**src/rtl/hnoc_pkg.sv**
```systemverilog
// ============================================================================
// hnoc_pkg : shared flit layout, LFSR mask and generator state encoding
// Revision : 1.0
// ============================================================================
`default_nettype none

package hnoc_pkg;

  localparam int DEST_MSB = 31;
  localparam int DEST_LSB = 28;
  localparam int SRC_MSB  = 27;
  localparam int SRC_LSB  = 24;
  localparam int SEQ_MSB  = 23;
  localparam int SEQ_LSB  = 12;
  localparam int TS_MSB   = 11;
  localparam int TS_LSB   = 0;

  localparam logic [15:0] LFSR_MASK = 16'hB400;

  typedef enum logic [1:0] {
    IDLE = 2'd0,
    SEND = 2'd1,
    DONE = 2'd2
  } state_t;

  // Folds a raw 4-bit draw into the PE range, never landing on the sender.
  function automatic logic [3:0] pick_dest(input logic [3:0] raw, input int num_pe,
                                           input int addr);
    int d;
    d = int'(raw) % num_pe;
    if (d == addr) d = (d + 1) % num_pe;
    return 4'(d);
  endfunction

endpackage

`default_nettype wire

```
**src/rtl/hnoc_lfsr16.sv**
```systemverilog
// ============================================================================
// hnoc_lfsr16 : 16-bit Galois LFSR with load-on-reset seed and advance enable
// Revision    : 1.0
// ============================================================================
`default_nettype none

module hnoc_lfsr16
  import hnoc_pkg::*;
(
  input  logic        clk,
  input  logic        rst,
  input  logic [15:0] seed,
  input  logic        advance,
  output logic [15:0] value
);

  logic [15:0] seed_fixed;

  // An all-zero state would lock the register forever.
  assign seed_fixed = (seed == 16'h0000) ? 16'h0001 : seed;

  always_ff @(posedge clk) begin
    if (rst) begin
      value <= seed_fixed;
    end else if (advance) begin
      value <= {1'b0, value[15:1]} ^ (value[0] ? LFSR_MASK : 16'h0000);
    end
  end

endmodule

`default_nettype wire

```
**src/rtl/pe_traffic_gen.sv**
```systemverilog
// ============================================================================
// pe_traffic_gen : per-PE single-flit packet injector with rate control,
//                  pseudo-random destinations and stall/sent statistics
// Revision       : 1.0
// ============================================================================
`default_nettype none

module pe_traffic_gen
  import hnoc_pkg::*;
#(
  parameter int          ADDRESS   = 0,
  parameter int          NUM_PE    = 16,
  parameter int          INJ_RATE  = 64,
  parameter int          MAX_PKTS  = 0,
  parameter logic [15:0] LFSR_SEED = 16'hACE1
) (
  input  logic        clk,
  input  logic        rst,
  input  logic        i_enable,
  output logic [31:0] o_data,
  output logic        o_data_valid,
  input  logic        i_data_ready,
  output logic [31:0] o_sent_count,
  output logic [31:0] o_stall_cycles,
  output logic        o_done
);

  localparam logic [8:0]  C_RATE    = 9'(INJ_RATE);
  localparam logic [3:0]  C_SRC     = 4'(ADDRESS);
  localparam bit          C_LIMITED = (MAX_PKTS != 0);
  localparam logic [31:0] C_MAX_M1  = 32'(MAX_PKTS - 1);

  state_t      state, next_state;
  logic [15:0] lfsr;
  logic [11:0] ts;
  logic [11:0] seq;
  logic [11:0] flit_seq;
  logic [3:0]  dest;
  logic        handshake;
  logic        hit_max;
  logic        decide;
  logic        inject;
  logic        unused_lfsr_bits;

  assign handshake = (state == SEND) && i_data_ready;
  assign hit_max   = C_LIMITED && (o_sent_count == C_MAX_M1);

  // A decision happens from IDLE, or on a handshake that does not end the run.
  assign decide = i_enable && ((state == IDLE) || (handshake && !hit_max));
  assign inject = {1'b0, lfsr[7:0]} < C_RATE;
  assign dest   = pick_dest(lfsr[15:12], NUM_PE, ADDRESS);

  // Back-to-back flits carry the sequence number after the one just accepted.
  assign flit_seq = handshake ? seq + 12'd1 : seq;

  assign unused_lfsr_bits = ^lfsr[11:8];

  hnoc_lfsr16 u_lfsr (
    .clk     (clk),
    .rst     (rst),
    .seed    (LFSR_SEED),
    .advance (decide),
    .value   (lfsr)
  );

  always_ff @(posedge clk) begin
    if (rst) begin
      state <= IDLE;
    end else begin
      state <= next_state;
    end
  end

  always_comb begin
    next_state = state;
    case (state)
      IDLE: begin
        if (i_enable && inject) next_state = SEND;
      end
      SEND: begin
        if (handshake) begin
          if (hit_max)                 next_state = DONE;
          else if (i_enable && inject) next_state = SEND;
          else                         next_state = IDLE;
        end
      end
      DONE:    next_state = DONE;
      default: next_state = IDLE;
    endcase
  end

  always_comb begin
    o_data_valid = (state == SEND);
    o_done       = (state == DONE);
  end

  always_ff @(posedge clk) begin
    if (rst) begin
      ts             <= 12'd0;
      seq            <= 12'd0;
      o_data         <= 32'd0;
      o_sent_count   <= 32'd0;
      o_stall_cycles <= 32'd0;
    end else begin
      ts <= ts + 12'd1;
      if (handshake) begin
        seq <= seq + 12'd1;
        if (o_sent_count != 32'hFFFF_FFFF) o_sent_count <= o_sent_count + 32'd1;
      end
      if ((state == SEND) && !i_data_ready && (o_stall_cycles != 32'hFFFF_FFFF)) begin
        o_stall_cycles <= o_stall_cycles + 32'd1;
      end
      if (decide && inject) begin
        o_data[DEST_MSB:DEST_LSB] <= dest;
        o_data[SRC_MSB:SRC_LSB]   <= C_SRC;
        o_data[SEQ_MSB:SEQ_LSB]   <= flit_seq;
        o_data[TS_MSB:TS_LSB]     <= ts;
      end
    end
  end

endmodule

`default_nettype wire
```
**config.mk**
```make
export PLATFORM = sky130hd
export DESIGN_NAME = pe_traffic_gen
export DESIGN_NICKNAME = d
export VERILOG_FILES = /design/src/rtl/hnoc_pkg.sv /design/src/rtl/hnoc_lfsr16.sv /design/src/rtl/pe_traffic_gen.sv
export SDC_FILE = /design/constraint.sdc
export NUM_CORES = 1
export LEC_CHECK = 0
export CORE_MARGIN = 3
export CORE_UTILIZATION = 30
export DETAILED_ROUTE_END_ITERATION = 8
export PLACE_DENSITY = 0.61
export SYNTH_ARGS = -nofsm -noshare
export SYNTH_HDL_FRONTEND = slang
export SYNTH_SLANG_ARGS = --single-unit
```
**constraint.sdc**
```tcl
create_clock -name clk -period 1.87 [get_ports clk]
set_input_delay 0.2805 -clock clk [delete_from_list [all_inputs] [get_ports clk]]
set_output_delay 0.2805 -clock clk [all_outputs]
set_load 0.02 [all_outputs]
```
==> run notes, run 1 <==
Notes on the flow outputs.

- The non-filler instance count after layout reads 1192.
- Per the timing report, the achievable frequency comes out to 528 MHz.
- The startpoint kind of the worst setup timing path is a register.
- The layer with the highest usage reads met2.
- The worst hold path endpoint reads o_sent_count[9]$_SDFFE_PP0P_.
- The end-of-flow timing check tallies setup violations at 4.
- OpenSTA lists the critical path startpoint as o_stall_cycles[15]$_SDFFE_PP0P_.
- The logic depth of the worst register-to-register path reads 7.
- The insertion delay of the later-clocked pin in the worst-skew pair reads 420 ps.
- The core box area reads 19600 µm².
- The sequential share of power is 46.6%.
- The power attributed to combinational cells is 0.237 mW.
- The worst path in the final design needs a cycle of 1890 ps, including I/O delays and setup.
- Setup repair after global routing could not meet its margin everywhere.
- The initial DRC count is 184.
- Sorting the synthesized cells by how often they occur yields dfxtp_1 (134), nand2_1 (83), nor2_1 (75).
- The power share of the combinational group is 3.8%.
- The count of state elements after synthesis is 134.
- The buffering overhead is 22.1%.
- The number of antenna violations at the first check in global routing reads 0.
- The flow ran to the end, but the final reports show violations.
- The detailed router placed 5775 vias in this run.
- The standard cell with the maximum stage delay on the critical path is or4_1.
- The final antenna-violating net count reads 0.
- The final reports fail on setup timing.
- Once the clock tree was built, the resizer swapped 7 gates to a different size.
- Once routing completed, OpenROAD measured the worst setup slack at -25.0 ps.
- Leaving out fill and tap cells, the most frequent cells in the layout are buf_4 (122), dfxtp_1 (96), clkdlybuf4s50_1 (91), nand2_1 (82), nor2_1 (74).
- The slew at the pin with the worst max-slew slack is 521 ps.
- The buffer and inverter count on the worst path reads 2.
- The largest delay contributor family on the critical path reads simple AND/OR/NAND/NOR gates.
- The highest layer used for signal routing reads met4.
- The most frequent logic cell in the layout reads buf_4.
- The area used by multi-input combinational logic is 3360 µm².
- In the power breakdown, the internal column shows 4.77 mW.
- For the final database, setup skew stands at 10.7 ps.
- The number of core rows is 51.
- The worst hold margin is 288 ps.
- The cell type contributing the most total cell area after synthesis is dfxtp_1.
- The die width is 148 µm.
- The count of placed standard cells including taps reads 1147.
- The required time of the worst setup path is 2230 ps.
- The deepest clock path buffer count reads 2.
- The CTS tree reads built.
- The class of the most critical setup path reads register to register.
- The total sequential power is 2.92 mW.
- The chip area from the yosys synthesis statistics is 6020 µm².
- The met1 demand-to-capacity share in global routing is 18.8%.
- The final sequential cell count reads 134.
- By instance count, the leading cell after synthesis is dfxtp_1.
- The worst slack at placement is -428 ps.
- The first-pass GRT wire length reads 25800 µm.
- The routed via count divided by cell count reads 4.84.
- The accumulated negative setup slack is -40.0 ps.
- The path class of the lowest-slack min-delay path is input pin to register.
- The largest registers in the layout are o_sent_count (32), o_stall_cycles (32), o_data (28).
- The report lists the cells along the critical path as nand4_1 > buf_4 > nor4b_2 > buf_4 > nand4_1 > or4_1 > a21oi_1.
- The synthesis report lists the Yosys warning total as 0.
- The number of well-tap cells placed is 265.
- Per report_power, the Clock row totals 3.11 mW.
- The power spent charging and discharging nets reads 1.50 mW.
- The max-slew violation count is 0.
- Non-clock buffers in the final layout number 225.
- The boundary pin count is 102.
### Clock wiring as the flow saved it, run 1

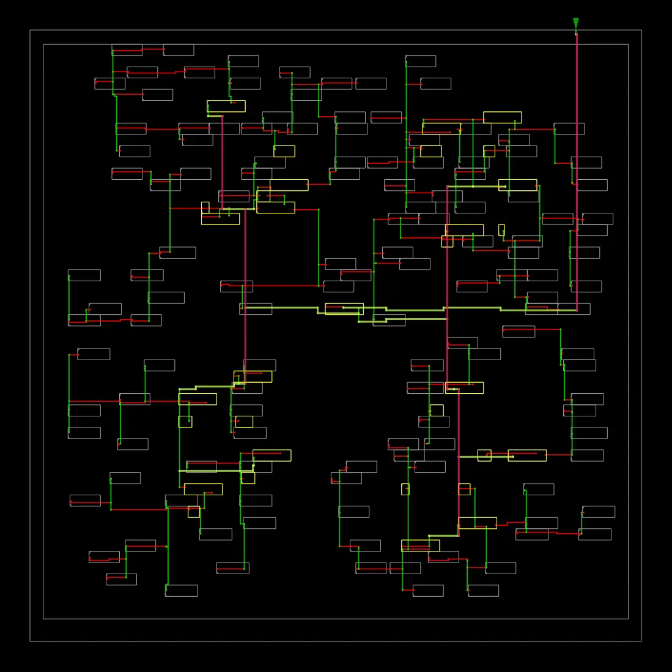
TritonCTS Buffers: 17
Layout clock buffers: 20

### Where the registers sit, run 1

Scale bar: 50 µm.
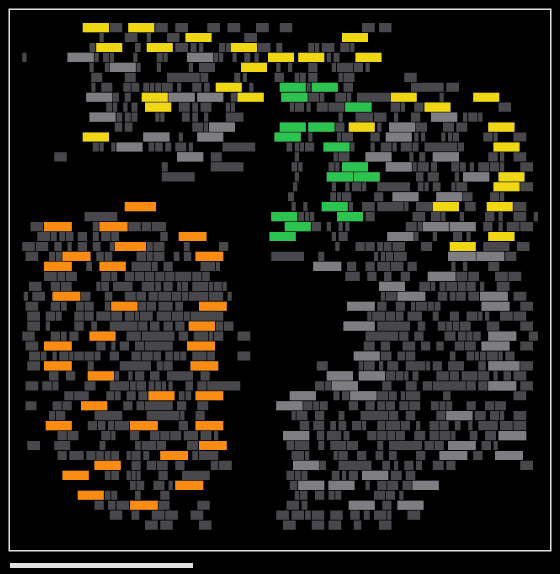
- yellow: o_data (sequential cells 28)
- orange: o_stall_cycles (sequential cells 32)
- green: u_lfsr.value (sequential cells 16; where north)
sequential portion of the cell area: 30.4%
share of the core filled with cells: 46.0%

### Clock wires, drivers and flops, run 1

Scale bar: 50 µm.
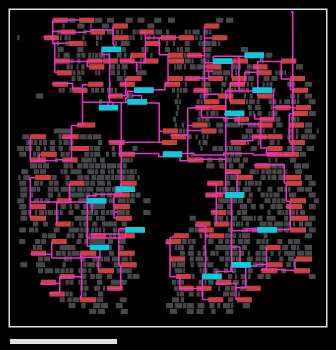
- cyan: clock drivers (count 17)
- magenta: clock wires (length 1880 µm)
- red: flip-flops (count 134)
- routed clock nets: 18

### Cells colored by class, run 1

Fill, decap, tap and diode cells in gray.
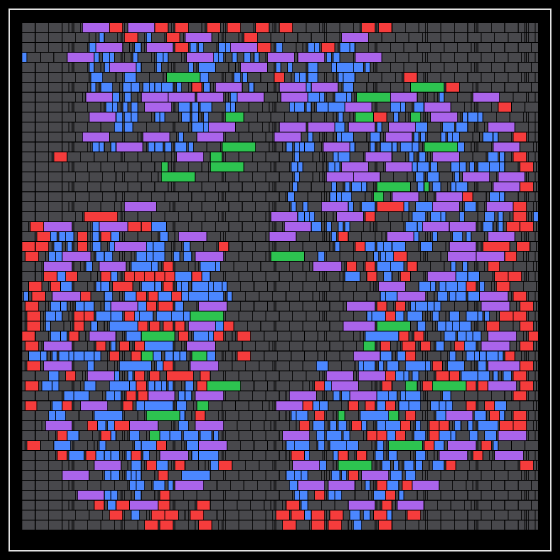

==> run 2: changes to the inputs <==
Settings changed: CORE_UTILIZATION 30 to 48, HOLD_SLACK_MARGIN set to 0.08, PLACE_DENSITY 0.61 to 0.85.
### Cells colored by class, run 2

Fill, decap, tap and diode cells in gray.
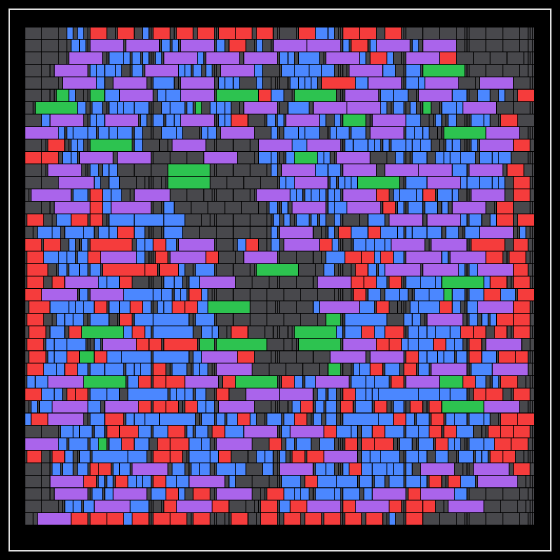
- purple: sequential cells (cells 134; share of their area 31%)
- green: clock drivers and dummy loads (cells 32; share of their area 6.8%)
- red: remaining buffers and delay cells (cells 221; share of their area 23%)
- blue: combinational and other logic (cells 536; share of their area 39%)
Rows: 40
area of the core: 12100 µm²

### Clock wires, drivers and flops, run 2

Scale bar: 20 µm.
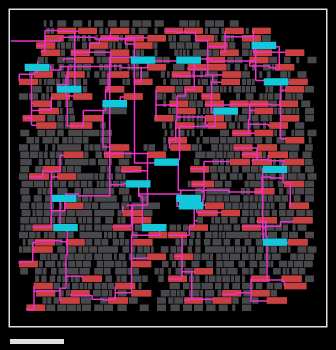
- magenta: clock wires (length 1660 µm)
- cyan: clock drivers (count 17)
- red: flip-flops (count 134)
- routed clock nets: 18
Clock power frac: 50.8%
clock skew after layout: 11.9 ps
clock network power: 3.26 mW
clock insertion delay at the later pin of the skew report: 420 ps

### Signal wires by layer, run 2

Scale bar: 20 µm. Two of the layers only.
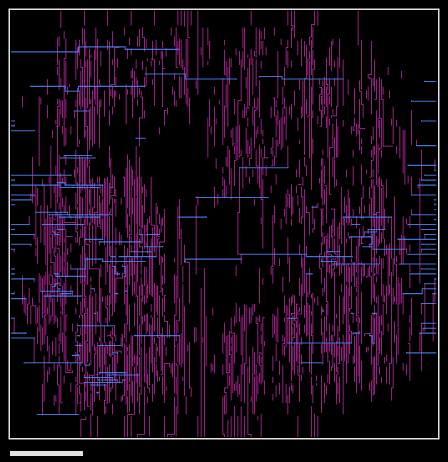
- magenta: metal 2 (wire length 8000 µm)
- blue: metal 3 (wire length 882 µm)

==> run notes, run 2 <==
Notes on the flow outputs.

- The flow ran to the end, but the final reports show violations.
- The checks that failed: setup timing.
- The required time of the worst setup path is 2170 ps (-60 ps).
- Ranked by instance count, the synthesized netlist is headed by dfxtp_1 (134), nand2_1 (83), nor2_1 (75).
- The worst hold margin reads 304 ps (+15.7 ps).
- The count of state elements after synthesis is 134 (unchanged).
- The biggest fanout along the worst timing path is 8.
- The buffering overhead is 22.3% (+0.14 points).
- The boundary pin count is 102 (unchanged).
- The worst slack at placement came to -431 ps (-3.15 ps).
- The logic depth of the worst register-to-register path is 7 (unchanged).
- The deepest clock path buffer count is 2 (unchanged).
- The die width reads 118 µm (-20%).
- The final sequential cell count reads 134 (unchanged).
- The chip area from the yosys synthesis statistics reads 6020 µm² (unchanged).
- The wire length reported by the detailed router is 16500 µm.
- The startpoint of the worst setup timing path reads o_stall_cycles[12]$_SDFFE_PP0P_.
- The worst hold path endpoint is o_sent_count[6]$_SDFFE_PP0P_.
- Counting buffers and inverters, the worst setup path is 7 cells deep.
- 0 antenna diodes ended up in the layout.
- The flop share of the area came to 30.6% (+0.20 points).
- The area used by multi-input combinational logic is 3390 µm² (+0.86%).
- The slew at the pin with the worst max-slew slack is 519 ps (-2.23 ps).
- The max-slew violation count reads 0 (unchanged).
- The cell type taking the most area reads multi-input combinational cells.
- The path class of the lowest-slack min-delay path reads input pin to register.
- After synthesis the cells add up to 6020 µm².
- The buffer and inverter count on the worst path is 2 (unchanged).
- The main area contributors are dfxtp_1 (45%), a21oi_1 (5.6%), nand2_1 (5.2%).
- The final critical path time including I/O delays and setup reads 2010 ps (+111 ps).
- The register cell area after layout reads 2740 µm².
- In this run the maximum-capacitance check reported violations numbering 0.
- The cell type contributing the most total cell area after synthesis reads dfxtp_1.
- The fraction of the core area covered by cells at the end of the flow reads 73.9% (+28 points).
- For this design, the sink count on the clock tree is 134.
- Setup repair after global routing could not meet its margin everywhere.
- Per the synthesis report, the simple-gate share of the synthesized area is 29.6%.
- The count of endpoints failing setup in the final report is 22 (+18).
- The top achievable clock speed reads 499 MHz (-5.5%).
- The mean post-synth cell area is 8.47 µm².
- The sequential share of power reads 45.6% (-1.0 points).
- STA classifies the critical path startpoint as a register.
- The number of global-route vias before repair is 5550.
- The largest delay contributor family on the critical path reads simple AND/OR/NAND/NOR gates.
- The ratio of final minimum period to clock period reads 107%.
- The mean routed wirelength per cell is 15.1 µm.
- The met3 demand-to-capacity share in global routing is 5.62%.
- The final setup slack of the worst path is -136 ps (-111 ps).
- The detailed route wirelength on metal2 is 8000 µm.
- The H-tree was split into 4 levels.
- The post-route netlist has 28.1% of its cells at a drive strength greater than 1.
- The non-filler instance count after layout is 1091 (-8.5%).
- The final antenna-violating net count reads 0 (unchanged).
- Per the summary, power density relative to cell area is 717 nW/µm².
- The count of placed standard cells including taps reads 1037 (-9.6%).
- The headroom to the max-slew limit is 65.1%.
- The routed via count divided by cell count is 5.53 (+14%).
- The number of clock buffers inserted by TritonCTS reads 17 (unchanged).
- The signal on the critical path passes through nand4_1 > buf_4 > nor4_2 > nor4b_4 > buf_6 > nor4b_1 > mux2_2.
- Summed over all layers, the global routing overflow is 0.
- In the final layout, the registers with the most flip-flops are o_sent_count (32), o_stall_cycles (32), o_data (28).
- The power spent charging and discharging nets is 1.42 mW (-5.2%).
- The power attributed to combinational cells came to 0.235 mW (about the same).
- The library cells used most frequently in the layout, excluding fill and tap cells, are buf_4 (111), dfxtp_1 (94), clkdlybuf4s50_1 (91), nand2_1 (80), nor2_1 (73).
- Per the STA report, the cell with the highest stage delay on the worst path is dfxtp_2.
- The number of antenna violations at the first check in global routing reads 0 (unchanged).
- The post-CTS setup repair buffer count reads 2.
- The signal arrival time at the worst endpoint reads 2310 ps.
- For reference, the most critical setup path is categorized as register to register.
- The number of instances in the synthesized netlist is 710.
- The layer with the highest usage is met2.
- The critical path capture point is o_stall_cycles[10]$_SDFFE_PP0P_.
- The post-layout total power reads 6.42 mW.
- The number of non-clock buffers is 221 (-1.8%).
- The synthesis warning total is 0 (unchanged).
- The detailed-route via count reads 6034 (+4.5%).
- The power share of the combinational group is 3.7% (about the same).
- The number of well-tap cells placed is 168 (-37%).
- The met1 demand-to-capacity share in global routing reads 27.9% (+9.1 points).
- The total sequential power is 2.92 mW (about the same).
- The number of clock buffer instances in the layout came to 22 (+10%).
- The largest stage delay on the critical path is 340 ps.
- The clock distribution area overhead in the final layout reads 6.59%.
- The first-pass GRT wire length reads 25600 µm (-0.97%).
- The filler cells instantiated in the layout total 856.
- The highest layer used for signal routing reads met4.
- The count of instances resized after the clock tree is built reads 9 (+2).
- The most common logic cell in the final layout is buf_4.
- The cell with the most instances after synthesis reads dfxtp_1.
- Post-synth the commonest register cell is dfxtp_1.
- The post-synthesis share of cell area spent on xor and xnor gates reads 5.97%.
- The design internal power reads 5.00 mW (+4.9%).
- The CTS tree is built.
- The initial DRC count is 515 (+180%).
- The initial core utilization is 49.7%.
- The accumulated negative setup slack reads -1840 ps (-1800 ps).
- Across the VDD grid, the largest voltage drop is 0.000722 V.
==> run 3: changes to the inputs <==
Settings changed: SLEW_MARGIN set to 20.
### Clock wires, drivers and flops, run 3

Scale bar: 20 µm.
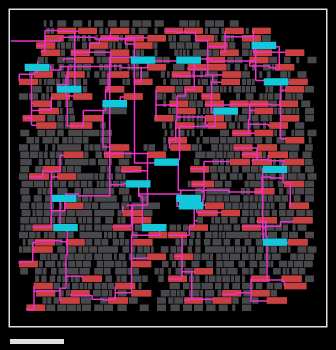
- red: flip-flops (count 134)
- magenta: clock wires (length 1660 µm)
- cyan: clock drivers (count 17)
- routed clock nets: 18
- flops lie: spread over the die

### Signal wires by layer, run 3

Scale bar: 20 µm. Two of the layers only.
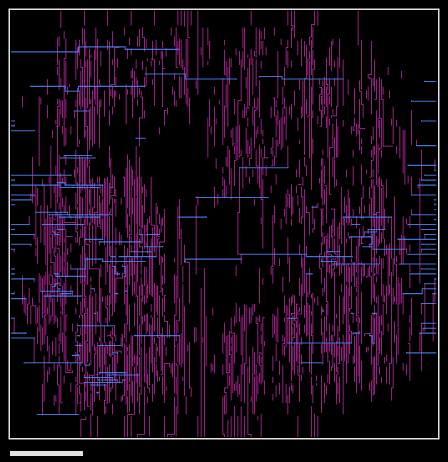
- magenta: metal 2 (wire length 8000 µm)
- blue: metal 3 (wire length 882 µm)
total via count after detailed routing: 6034
final wirelength: 16500 µm
per-cell routed wire length: 15.1 µm

### Clock wiring as the flow saved it, run 3

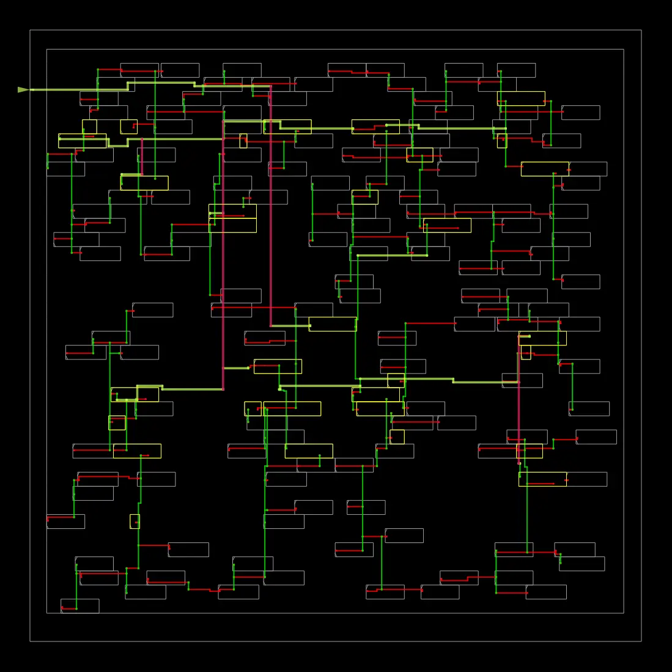
CTS Sinks: 134
FFs & Latches: 134
Layout clock buffers: 22

==> run notes, run 3 <==
Notes on the flow outputs.

- The run finished, with violations left.
- The checks that failed: setup timing.
- The boundary pin count is 102 (unchanged).
- The ratio of final minimum period to clock period reads 107% (unchanged).
- The share of synthesized registers carrying an async set or reset reads 0%.
- The first-pass GRT wire length reads 25600 µm (unchanged).
- The largest stage delay on the critical path is 340 ps (about the same).
- The worst hold margin reads 304 ps (unchanged).
- The class of the most critical setup path reads register to register.
- The headroom to the max-slew limit is 65.1% (unchanged).
- The routed via count divided by cell count was 5.53 (unchanged).
- After routing the design area is 8950 µm².
- The met3 demand-to-capacity share in global routing is 5.62% (unchanged).
- The layer with the highest usage is met2.
- The cell count listed in synth_stat.txt reads 710.
- The met1 demand-to-capacity share in global routing is 27.9% (unchanged).
- Tracing the worst setup path back leads to its startpoint at o_stall_cycles[12]$_SDFFE_PP0P_.
- The top achievable clock speed is 499 MHz (unchanged).
- The slew at the pin with the worst max-slew slack reads 519 ps (unchanged).
- The mapped cell area was 6020 µm² (unchanged).
- The number of global-route vias before repair is 5550 (unchanged).
- The basic-gate share of the synthesized area counting and, or, nand and nor cells reads 29.6% (unchanged).
- The count of endpoints failing setup in the final report reads 22 (unchanged).
- The remaining global-route overflow is 0 (unchanged).
- The signal arrival time at the worst endpoint is 2310 ps (about the same).
- The die width reads 118 µm (unchanged).
- The non-filler instance count after layout is 1091 (unchanged).
- Multi-input logic gates represent a cell area share of 37.9%.
- The instance count on the critical path reads 7 (unchanged).
- The final critical path time including I/O delays and setup is 2010 ps (unchanged).
- The routed length on met1 reads 7220 µm.
- The number of clock buffers inserted by TritonCTS reads 17 (unchanged).
- The biggest fanout along the worst timing path was 8 (unchanged).
- The number of different library cells used by synthesis comes to 54.
- The insertion delay of the later-clocked pin in the worst-skew pair is 420 ps (about the same).
- The most frequent logic cell in the layout is buf_4.
- The number of core rows is 40 (unchanged).
- The register cell area after layout is 2740 µm² (unchanged).
- The buffer and inverter count on the worst path reads 2 (unchanged).
- The cell type contributing the most total cell area after synthesis is dfxtp_1.
- The worst hold path endpoint is o_sent_count[6]$_SDFFE_PP0P_.
- The power share of the combinational group is 3.7% (about the same).
- The final-stage net count reads 920.
- The worst slack at placement was -431 ps (unchanged).
- The number of non-clock buffers is 221 (unchanged).
- The biggest combinational cell group after synthesis is simple AND/OR/NAND/NOR gates.
- The fraction of the core area covered by cells at the end of the flow is 73.9% (unchanged).
- The final antenna diode count is 0 (unchanged).
- Setup repair after global routing could not meet its margin everywhere.
- The total sequential power reads 2.92 mW (about the same).
- The accumulated negative setup slack reads -1840 ps (unchanged).
- The power attributed to combinational cells reads 0.235 mW (about the same).
- The count of state elements after synthesis reads 134 (unchanged).
- The largest registers in the layout are o_sent_count (32), o_stall_cycles (32), o_data (28).
- The critical hold path startpoint is rst.
- The kind of end point of the critical path is a register.
- The max-slew violation count is 0 (unchanged).
- The ratio of cells with drive above 1 in the final layout reads 28.1% (unchanged).
- The initial DRC count reads 515 (unchanged).
- The flow measured a signed area growth from synthesis to layout of 48.9%.
- The design internal power was 5.00 mW (unchanged).
- The critical path capture point reads o_stall_cycles[10]$_SDFFE_PP0P_.
- The cell type taking the most area is multi-input combinational cells.
- The peak ir drop on the vdd network came to 0.000722 V (unchanged).
- The initial core utilization is 49.7% (unchanged).
- The synthesis warning total is 0 (unchanged).
- The synthesis run shows the most used standard cells to be dfxtp_1 (134), nand2_1 (83), nor2_1 (75).
- The number of antenna violations at the first check in global routing was 0 (unchanged).
- The total of max-cap violations is 0 (unchanged).
- The post-synthesis share of cell area spent on xor and xnor gates came to 5.97% (unchanged).
- Per the cell usage report, the commonest logic cells after layout are buf_4 (111), dfxtp_1 (94), clkdlybuf4s50_1 (91), nand2_1 (80), nor2_1 (73).
- The register-to-register path setup slack reads -140 ps.
- The flop share of the area came to 30.6% (unchanged).
- The setup skew after layout was 11.9 ps (unchanged).
- The post-CTS setup repair buffer count is 2 (unchanged).
- The count of instances resized after the clock tree is built is 9 (unchanged).
- The core box area is 12100 µm² (unchanged).
- dfxtp_1 is the most common cell in the netlist.
- The final hold violation count is 0.
- The power spent charging and discharging nets reads 1.42 mW (unchanged).
- The required time of the worst setup path came to 2170 ps (about the same).
- By area the synthesized netlist is led by dfxtp_1 (45%), a21oi_1 (5.6%), nand2_1 (5.2%).
- The number of instances in the synthesized netlist is 710 (unchanged).
- The residual DRC count is 0.
- The detailed route wirelength on metal2 is 8000 µm (unchanged).
- The largest delay contributor family on the critical path reads simple AND/OR/NAND/NOR gates.
- The sequential share of power reads 45.6% (about the same).
- The most common flop cell mapped by yosys reads dfxtp_1.
- The power attributed to the clock group came to 3.26 mW (about the same).
- The count of placed standard cells including taps is 1037 (unchanged).
- The buffering overhead is 22.3% (unchanged).
- The final antenna-violating net count is 0 (unchanged).
- The cell area power density came to 717 nW/µm² (unchanged).
- The area used by multi-input combinational logic is 3390 µm² (unchanged).
- Signal nets in the final route climb as high as met4.
- The number of well-tap cells placed came to 168 (unchanged).
- The signal on the critical path passes through nand4_1 > buf_4 > nor4_2 > nor4b_4 > buf_6 > nor4b_1 > mux2_2.
- The placed instances occupy a cell area of 7910 µm².
- The path class of the lowest-slack min-delay path reads input pin to register.
- The startpoint kind of the worst setup timing path is a register.
- Among all stages on the critical path, the largest delay is contributed by dfxtp_2.
- The H-tree depth reported by CTS is 4 (unchanged).
- The clock distribution area overhead in the final layout is 6.59% (unchanged).
- The proportion of power drawn by the clock network came to 50.8% (about the same).
- The chip area from the yosys synthesis statistics is 6020 µm² (unchanged).
- The deepest clock path buffer count is 2 (unchanged).
- The CTS tree is built.
- The mean post-synth cell area is 8.47 µm² (unchanged).
- The count of fill cells added during filler insertion is 856 (unchanged).
- The final setup slack of the worst path reads -136 ps (unchanged).
- The post-layout total power reads 6.42 mW (unchanged).
- The logic depth of the worst register-to-register path is 7 (unchanged).
Power figures rest on the tool's default switching activity, not on a simulated workload.
